Design dsp_down_ctr, sky130hd; sources not shown.
### Selected gate families

Bar = 20 microns.
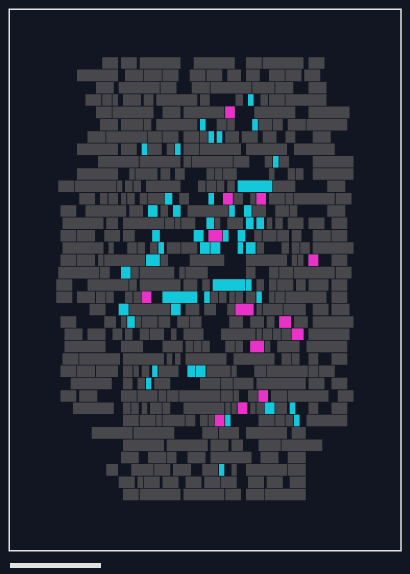
| family | colour | cells | most used |
|---|---|---|---|
| and/or cells | magenta | 13 | or3_1 |
| nand cells | cyan | 46 | nand2_1 |
logic share of the area: 40.4%
most frequent logic cell in the layout: clkdlybuf4s50_1
final cell count without fillers: 508

### Met3 routing

Bar = 20 microns.
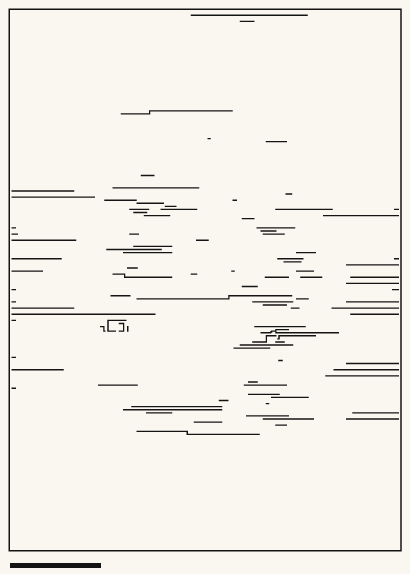
share of all routed wire: 7.4%
longest straight run: 31.5 microns
vias post-DR: 3,267
met3 usage: 5.73%
final WL: 10,600 microns

### Cell area per tile

9 x 12 tiles, from black (low) to pale yellow (high), 0 to 100% covered.
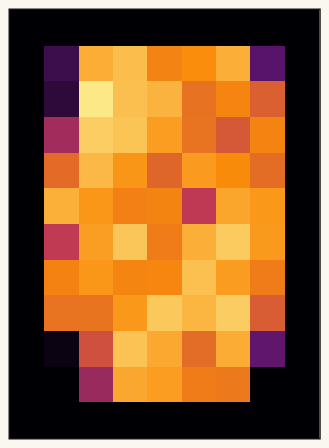
tiles over 75% full: 32%
emptiest ninth of the die: bottom left
densest ninth of the die: middle
mean over tiles: 44%
nearly empty tiles: 37%
fullest tile: 95%
Final Core Density: 72.0%
core area: 6440 sq um
Init Core Util: 57.0%

==> notes.md <==
fresh numbers from the pnr run: Vert. Die Dim roughly 120 microns, HPWL Detailed 7650 microns, Chip Area, Yosys 3670 sq um, Avg Cell Area, Syn 10.3 sq um, endpoints failing hold 0, reg2reg setup slack roughly 1100 ps, met3 WL post-DR 786 microns, CP delay by family, top simple AND/OR/NAND/NOR gates, WP buf/inv 1, grt total ovfl 0, FF-to-FF path depth 6, Cell Pwr Density about 680 nW/um^2, PostCTS Resize Cnt 0, ys flop type dfrtp_1, register area 1680 sq um, Leak approximately 1.8 nW, cells along the critical path nor4_4 -> nand4_4 -> nor4_1 -> clkdlybuf4s50_1, Async SR Flop Fraction 100%, Final Cycle Share 81.0%, clock-pin slew on the worst setup and hold paths 70 ps, M1 WL 3880 microns, fin area ~4600 sq um, Fin Setup TNS 0 ps, MI comb area 1870 sq um, # DRC 0, Max Clock Freq about 0.32 GHz, DR vias/cell 6.43, CP endpoint kind primary output, Synth warnings 0, sequential-to-total area share from yosys stat 45.7%, placed cells 492, Pre-antenna DRT Iters 5, Die Span X 86.1 microns, most frequent cells in the layout clkdlybuf4s50_1 (70), dfrtp_1 (67), mux2_2 (32), Top Metal Used met4, critical path class flop to primary output, Mapped Cells roughly 360, floorplan net count ~400, number of enable flip-flop cells 0, Required @ worst endpoint 3270 ps, MaxCap Viol Count 0, CP arrival 2550 ps, die area 10,300 sq um, clk_lat worst skew 370 ps, Overall Power 3.14 mW, outcome complete, no violations, Top-Level Pins 71, yosys cell count 358, DR WL/cell between 20 and 25 microns
[kinds of logic after synthesis]
group / share of synthesized area (%)
DFF: 45.7
muxes: 10.9
adders and majority gates: 1.70
and+or+nand+nor: 20.4
buffers and inverters: 3.31
AOI/OAI and AO/OA: 18.0
[cell usage after synthesis (2+ instances only)]
cell type,instances,area (sq um)
o221ai_1,2,17.5
o22a_1,5,43.8
o22ai_1,12,75.1
or3_1,6,37.5
inv_1,10,37.5
nor4_4,3,63.8
o21a_1,2,15.0
clkbuf_1,10,37.5
a22oi_1,3,22.5
dfrtp_1,67,1680
buf_1,3,11.3
o21ai_0,25,125
buf_2,4,20.0
a31oi_1,6,37.5
nor3_1,11,55.1
nor4_1,16,100
nor2b_1,5,31.3
nand4_1,8,50.1
ha_1,5,62.6
nor2_1,21,78.8
nor4_2,3,37.5
nand2b_1,2,12.5
a2bb2oi_1,6,52.6
a21boi_0,2,15.0
a21oi_1,24,120
and4_1,2,17.5
nand4_4,2,42.5
mux2_2,32,360
or4_1,2,15.0
o31ai_1,2,15.0
nand3_1,10,50.1
o31a_1,7,61.3
nand2_1,22,82.6
mux2i_1,4,40.0
[per-stage QoR]
stage | setup WS (ps) | hold slack [ps]
after floorplan | 1530 | 344
after global placement | 1160 | 358
after detailed placement | 1110 | 377
after CTS | 734 | 272
after global routing | 577 | 312
final | 720 | 250
[power breakdown]
group / internal, mW / switching, mW
clock network: 0.358 / 0.275
logic: 0.629 / 0.603
registers: 0.932 / 0.341
total: 1.92 / 1.22
[metal layers]
layer / global-route usage, % / vias up
li1: - / 1497
met1: 22.7 / 1588
met2: 36.1 / 156
met3: 5.73 / 26
met4: 11.4 / 0
met5: 0 / -
[final cells by class]
cell class | instances | area share (%)
Tap cell | 76 | 2.05
Multi-Input combinational cell | 262 | 40.4
Clock buffer | 15 | 3.80
Inverter | 11 | 0.890
Sequential cell | 67 | 36.1
Clock inverter | 1 | 0.647
Timing Repair Buffer | 76 | 16.1
Power is estimated from default activity; no workload was simulated.
